**src/rtl/cpu_run_ctrl.sv**
```systemverilog
// Run/halt sequencer for the core: drives a synchronous clock enable instead of a gated clock,
// builds the core reset from a debounced push-button, supports single-stepping and latches the
// exit status, PC and enabled-cycle count when the core signals exit.
module cpu_run_ctrl #(
    parameter int unsigned RESET_CYCLES    = 16,
    parameter int unsigned DEBOUNCE_CYCLES = 270000
) (
    input  logic        clock,
    input  logic        reset_n,
    input  logic        button_rst_n,
    input  logic        button_step_n,
    input  logic        step_mode,
    input  logic        core_exit,
    input  logic        core_success,
    input  logic [31:0] core_pc,
    output logic        core_reset,
    output logic        core_clock_en,
    output logic        halted,
    output logic        exit_success,
    output logic [31:0] exit_pc,
    output logic [31:0] cycle_count
);

    localparam int unsigned    DbW      = (DEBOUNCE_CYCLES > 1) ? $clog2(DEBOUNCE_CYCLES) : 1;
    localparam logic [DbW-1:0] DbLast   = DbW'(DEBOUNCE_CYCLES - 1);
    localparam logic [15:0]    HoldInit = 16'(RESET_CYCLES - 1);

    typedef enum logic [2:0] {
        StResetHold,
        StRun,
        StStepIdle,
        StStepPulse,
        StHalt
    } state_e;

    // Bit 0 is the reset button, bit 1 the step button.
    logic [1:0]     btn_raw;
    logic [1:0]     sync1_q, sync2_q, sample_q, level_q;
    logic [DbW-1:0] db_cnt_q [2];
    logic           step_level_prev_q;
    logic           step_evt;
    logic           btn_reset;

    state_e         state_q, state_d;
    logic [15:0]    hold_q, hold_d;
    logic           core_reset_q, clock_en_q, halted_q, exit_success_q;
    logic [31:0]    exit_pc_q, cycle_count_q;
    logic           capture;

    assign btn_raw   = {button_step_n, button_rst_n};
    assign step_evt  = step_level_prev_q & ~level_q[1];
    assign btn_reset = ~level_q[0];
    assign capture   = ((state_q == StRun) || (state_q == StStepPulse)) && clock_en_q && core_exit;

    // Two-flop synchronizers followed by debouncers; any change of the synchronized level
    // restarts the stability counter, and the level is accepted once the counter has run out.
    always_ff @(posedge clock) begin
        if (!reset_n) begin
            sync1_q           <= 2'b11;
            sync2_q           <= 2'b11;
            sample_q          <= 2'b11;
            level_q           <= 2'b11;
            step_level_prev_q <= 1'b1;
            for (int i = 0; i < 2; i++) begin
                db_cnt_q[i] <= '0;
            end
        end else begin
            sync1_q           <= btn_raw;
            sync2_q           <= sync1_q;
            sample_q          <= sync2_q;
            step_level_prev_q <= level_q[1];
            for (int i = 0; i < 2; i++) begin
                if (sync2_q[i] != sample_q[i]) begin
                    db_cnt_q[i] <= '0;
                end else if (db_cnt_q[i] != DbLast) begin
                    db_cnt_q[i] <= db_cnt_q[i] + DbW'(1);
                end else begin
                    level_q[i] <= sync2_q[i];
                end
            end
        end
    end

    // Sequencer next state; a step press wins over a step_mode change in STEP_IDLE.
    always_comb begin
        state_d = state_q;
        hold_d  = hold_q;
        unique case (state_q)
            StResetHold: begin
                if (hold_q == '0) begin
                    state_d = step_mode ? StStepIdle : StRun;
                end else begin
                    hold_d = hold_q - 16'd1;
                end
            end
            StRun: begin
                if (core_exit) begin
                    state_d = StHalt;
                end else if (step_mode) begin
                    state_d = StStepIdle;
                end
            end
            StStepIdle: begin
                if (step_evt) begin
                    state_d = StStepPulse;
                end else if (!step_mode) begin
                    state_d = StRun;
                end
            end
            StStepPulse: state_d = core_exit ? StHalt : StStepIdle;
            StHalt:      state_d = StHalt;
            default:     state_d = StResetHold;
        endcase
    end

    // State, registered outputs and exit capture; either reset source restarts the hold.
    always_ff @(posedge clock) begin
        if (!reset_n || btn_reset) begin
            state_q        <= StResetHold;
            hold_q         <= HoldInit;
            core_reset_q   <= 1'b1;
            clock_en_q     <= 1'b0;
            halted_q       <= 1'b0;
            exit_success_q <= 1'b0;
            exit_pc_q      <= '0;
            cycle_count_q  <= '0;
        end else begin
            state_q      <= state_d;
            hold_q       <= hold_d;
            core_reset_q <= (state_d == StResetHold);
            clock_en_q   <= (state_d == StResetHold) || (state_d == StRun) ||
                            (state_d == StStepPulse);
            halted_q     <= (state_d == StHalt);
            if (capture) begin
                exit_success_q <= core_success;
                exit_pc_q      <= core_pc;
            end
            if (clock_en_q && !core_reset_q && (cycle_count_q != 32'hFFFF_FFFF)) begin
                cycle_count_q <= cycle_count_q + 32'd1;
            end
        end
    end

    assign core_reset    = core_reset_q;
    assign core_clock_en = clock_en_q;
    assign halted        = halted_q;
    assign exit_success  = exit_success_q;
    assign exit_pc       = exit_pc_q;
    assign cycle_count   = cycle_count_q;

endmodule

```
**config.mk**
```make
export PLATFORM = sky130hd
export DESIGN_NAME = cpu_run_ctrl
export DESIGN_NICKNAME = d
export VERILOG_FILES = /design/src/rtl/cpu_run_ctrl.sv
export SDC_FILE = /design/constraint.sdc
export NUM_CORES = 1
export LEC_CHECK = 0
export CAP_MARGIN = 20
export CORE_ASPECT_RATIO = 0.9
export CORE_MARGIN = 3
export CORE_UTILIZATION = 40
export DETAILED_ROUTE_END_ITERATION = 6
export PLACE_DENSITY = 0.63
export SYNTH_ARGS = -nofsm -noshare
export SYNTH_HDL_FRONTEND = slang
export SYNTH_SLANG_ARGS = --single-unit
```
**constraint.sdc**
```tcl
create_clock -name clock -period 4.3 [get_ports clock]
set_input_delay 0.86 -clock clock [delete_from_list [all_inputs] [get_ports clock]]
set_output_delay 0.86 -clock clock [all_outputs]
set_load 0.01 [all_outputs]
```
**Sequential cells grouped by signal name**

The bar under the picture is 50 microns long. Other sequential cells in the stronger grey, the rest of the logic in the fainter grey.
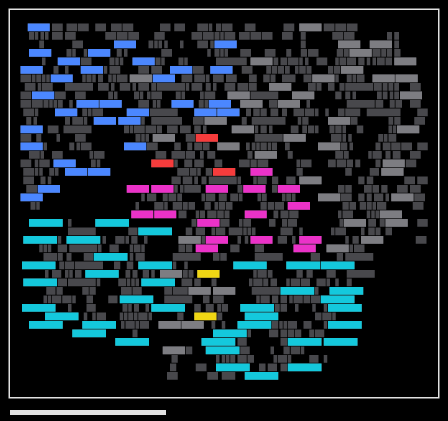
- `hold_q`: magenta (placed flops 16; where centre)
- `sample_q`: yellow (placed flops 2)
- `db_cnt_q`: cyan (placed flops 38)
- `state_q`: red (placed flops 3)
- `exit_pc`: blue (placed flops 32)
- not coloured: 43
register area: 3060 sq um
Core Util, Final: 0.537

**Cell density map**

The bar under the picture is 50 microns long. The die is cut into 14 by 12 equal tiles; dark purple is low, yellow is high, 0 to 100% covered.
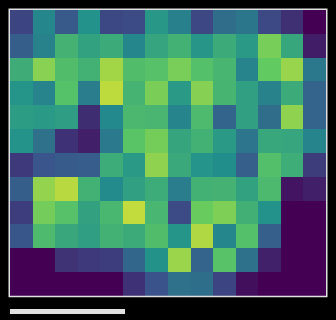
- nearly empty tiles: 10%
- tiles over 75% full: 12%
- emptiest ninth of the die: lower right
- mean over tiles: 46%
- fullest tile: 91%
core box area: 14900 sq um
Initial Util: 0.414

**Routed metal, one colour a layer**

Two of the layers only.
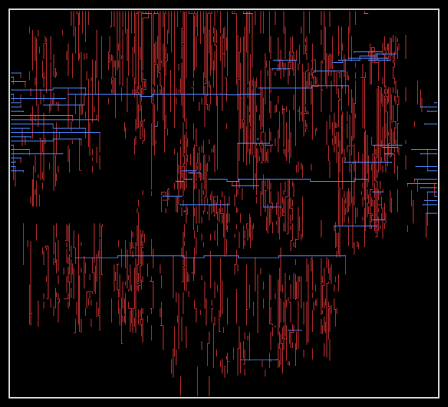
- metal 3: blue (wire length 759 microns)
- metal 2: red (wire length 7060 microns)

-- power by group --
part	switching (uW)	total [uW]	internal, uW
combinational	40.9	85.4	44.5
sequential	7.93	1310	1300
clock	529	1480	952
-- worst max-delay path: cells and delay by family, from the launching register on --
| kind | cells | cell delay, ns |
|---|---|---|
| and+or+nand+nor | 3 | 1.66 |
| DFF | 1 | 0.44 |
| AOI/OAI and AO/OA | 2 | 0.40 |
-- cells by family after synthesis --
group	Yosys count	share of synthesized area
compound gates	103	0.102
xor+xnor	48	0.0681
fa+ha+maj	4	0.00810
buf+inv	49	0.0314
flops	134	0.496
mux	7	0.0113
simple gates	351	0.283
-- how the worst max path moves through the flow --
stage / startpoint / end / slack (ns) / cells past startpoint
6_report: cycle_count[29]$_SDFFE_PP0P_ / cycle_count[21]$_SDFFE_PP0P_ / 1.70 / 5
3_3_place_gp: reset_n / hold_q[10]$_SDFFE_PP0P_ / 1.41 / 4
5_1_grt: cycle_count[28]$_SDFFE_PP0P_ / cycle_count[12]$_SDFFE_PP0P_ / 1.49 / 5
2_1_floorplan: db_cnt_q[1][0]$_SDFFCE_PN0P_ / db_cnt_q[1][10]$_SDFFCE_PN0P_ / 2.01 / 8
4_1_cts: cycle_count[29]$_SDFFE_PP0P_ / cycle_count[21]$_SDFFE_PP0P_ / 1.77 / 5
3_5_place_dp: reset_n / exit_pc[11]$_SDFFE_PP0P_ / 1.36 / 4
-- routing by layer --
| metal | global-route usage | vias up | wire length, microns |
|---|---|---|---|
| met4 | 0.0542 | 0 | 176 |
| li1 | - | 2646 | - |
| met5 | 0 | - | 0 |
| met2 | 0.275 | 124 | 7060 |
| met1 | 0.215 | 2490 | 6320 |
| met3 | 0.0521 | 15 | 758 |
==> flow_metrics.py <==
# Auto-generated metrics
metrics = {
    "clock_network": {
        "h-tree-depth": 4,
        "clock_latency_ns": 0.41,
        "path_clk_slew_ns": 0.06,
        "cts_sinks": 134,
        "cts_hold_buf": 0,
        "post_cts_resized": 0,
        "cts-buffers-inserted": 17,
        "post_cts_buffers": 0,
        "clockBufferDepth": 2,
        "cts_tree": "yes",
        "cts_root_buffer": "clkbuf_16",
    },
    "global_route": {
        "grt_pass1_vias": 4852,
        "antenna_found_initial": 0,
        "grt_overflow": 0,
        "track_usage": 0.169,
        "grt_start_max_net_pins": 42,
        "grt_pass1_wl_microns": 23100,
    },
    "synthesis": {
        "synth_flops": 134,
        "synthArstFlopShare": 0,
        "top_cells_by_count": "107 x nand2_1, 96 x dfxtp_1, 77 x nor2_1, 53 x a21oi_1, 38 x edfxtp_1",
        "yosys_warnings": 0,
        "yosys_most_used_dff": "dfxtp_1",
        "area_leaders": "dfxtp_1 31%, edfxtp_1 18%, nand2_1 6.5%",
        "ys_cells": 696,
        "syn_area_sq_um": 6180,
        "ys_seq_frac": 0.496,
        "yosys_area_sq_um": 6180,
        "syn-num-nets": 739,
        "synth_cells": 696,
        "avgSynthCellArea_sq_um": 8.87,
        "synth.most_common_cell": "nand2_1",
        "top_area_frac": 0.311,
        "yosysTopAreaCell": "dfxtp_1",
        "enable_flop_cells": 38,
        "synth.distinct_cells": 52,
    },
    "power_and_ir_drop": {
        "p_leak_uw": 0.00275,
        "p_total_uw": 2880,
        "power_density_nw_per_um2": 359,
        "max-vdd-ir-drop_v": 0.000287,
    },
    "floorplanning": {
        "pin_count": 107,
        "rows": 42,
        "die-area_sq_um": 17000,
        "fp.dieW_microns": 137,
        "n_tap_cell": 198,
        "die_h_microns": 124,
    },
    "critical_path": {
        "critPathMaxFanout": 35,
        "worst_ep_required_time_ns": 4.62,
        "cp_data_arrival_time_ns": 2.92,
        "reg2reg_from": "cycle_count[29]$_SDFFE_PP0P_",
        "ff2ff_path_depth": 5,
        "ff2ff_setup_slack_ns": 1.70,
        "worstSetupPathType": "reg2reg",
        "slowest_stage": "and3_1",
        "crit_path_start_kind": "register",
        "cp-end-kind": "register",
        "path_cells": "nand4_1 -> nor4_1 -> and3_1 -> o31ai_1 -> a21oi_1",
        "rr_endpoint": "cycle_count[21]$_SDFFE_PP0P_",
        "cpPeakStageDelay_ns": 0.97,
    },
    "detailed_routing": {
        "ant_nets": 0,
        "via_per_inst": 5.28,
        "vias": 5275,
        "drc_errors": 0,
        "post_drt_wl_per_cell_microns": 14.3,
        "drt_pass1_iterations": 4,
        "drtIter0Drc": 372,
        "routed_wl_microns": 14300,
    },
    "final_timing": {
        "worst_pin_slew_ns": 1.09,
        "setup_viol": 0,
        "hold_viol_final": 0,
        "period_used_share": 0.605,
        "postLayoutSetupSlackWorst_ns": 1.70,
        "finalHoldWorstSlack_ns": 0.412,
        "min_period_ns": 2.60,
        "slew_headroom": 0.272,
        "drv_slew": 0,
        "tns_ns": 0,
        "finalClockSkew_ns": 0.00798,
        "fmax_mhz": 384,
        "rsz0062_at_grt": "false",
    },
    "finish": {
        "layout_top_cells": "106 x nand2_1, 106 x clkdlybuf4s50_1, 96 x dfxtp_1, 77 x nor2_1, 53 x a21oi_1",
        "num-multi-input-gates": 513,
        "largest_reg_flops": 38,
        "diodes": 0,
        "seq_share": 0.382,
        "regMostFlops": "db_cnt_q",
        "instances_no_fill": 999,
        "n_all_inverters": 13,
        "logic_area_sq_um": 2920,
        "layout-drive-gt1-share": 0.0512,
        "buf_share": 0.140,
        "buffers": 109,
        "postLayoutCellArea_sq_um": 8010,
        "fin_nets": 831,
        "fill_cells": 1340,
        "comb_share": 0.365,
        "ff_count": 134,
        "syn_to_final_growth_pct": 29.7,
        "clkbuf_count": 25,
        "clockNetworkAreaShare": 0.0757,
        "largest_cell_class": "flip-flops and latches",
    },
    "run": {
        "drv_cap": 0,
        "log.warning_count": 26,
    },
    "worst_hold_path": {
        "hold_end": "sync2_q[0]$_SDFF_PN1_",
        "hp-start": "sync1_q[0]$_SDFF_PN1_",
        "hp-class": "reg2reg",
        "holdPathStages": 1,
    },
    "placed_design": {
        "postPlaceCellArea_sq_um": 7350,
        "post-place-cells": 965,
        "dp_worst_setup_slack_ns": 1.36,
        "port_buffers": 106,
        "dp_hpwl_microns": 9750,
        "gp_congestion": 0.811,
    },
    "run_status": {
        "status": "finished, final reports clean",
    },
}
Power figures rest on the tool's default switching activity, not on a simulated workload.
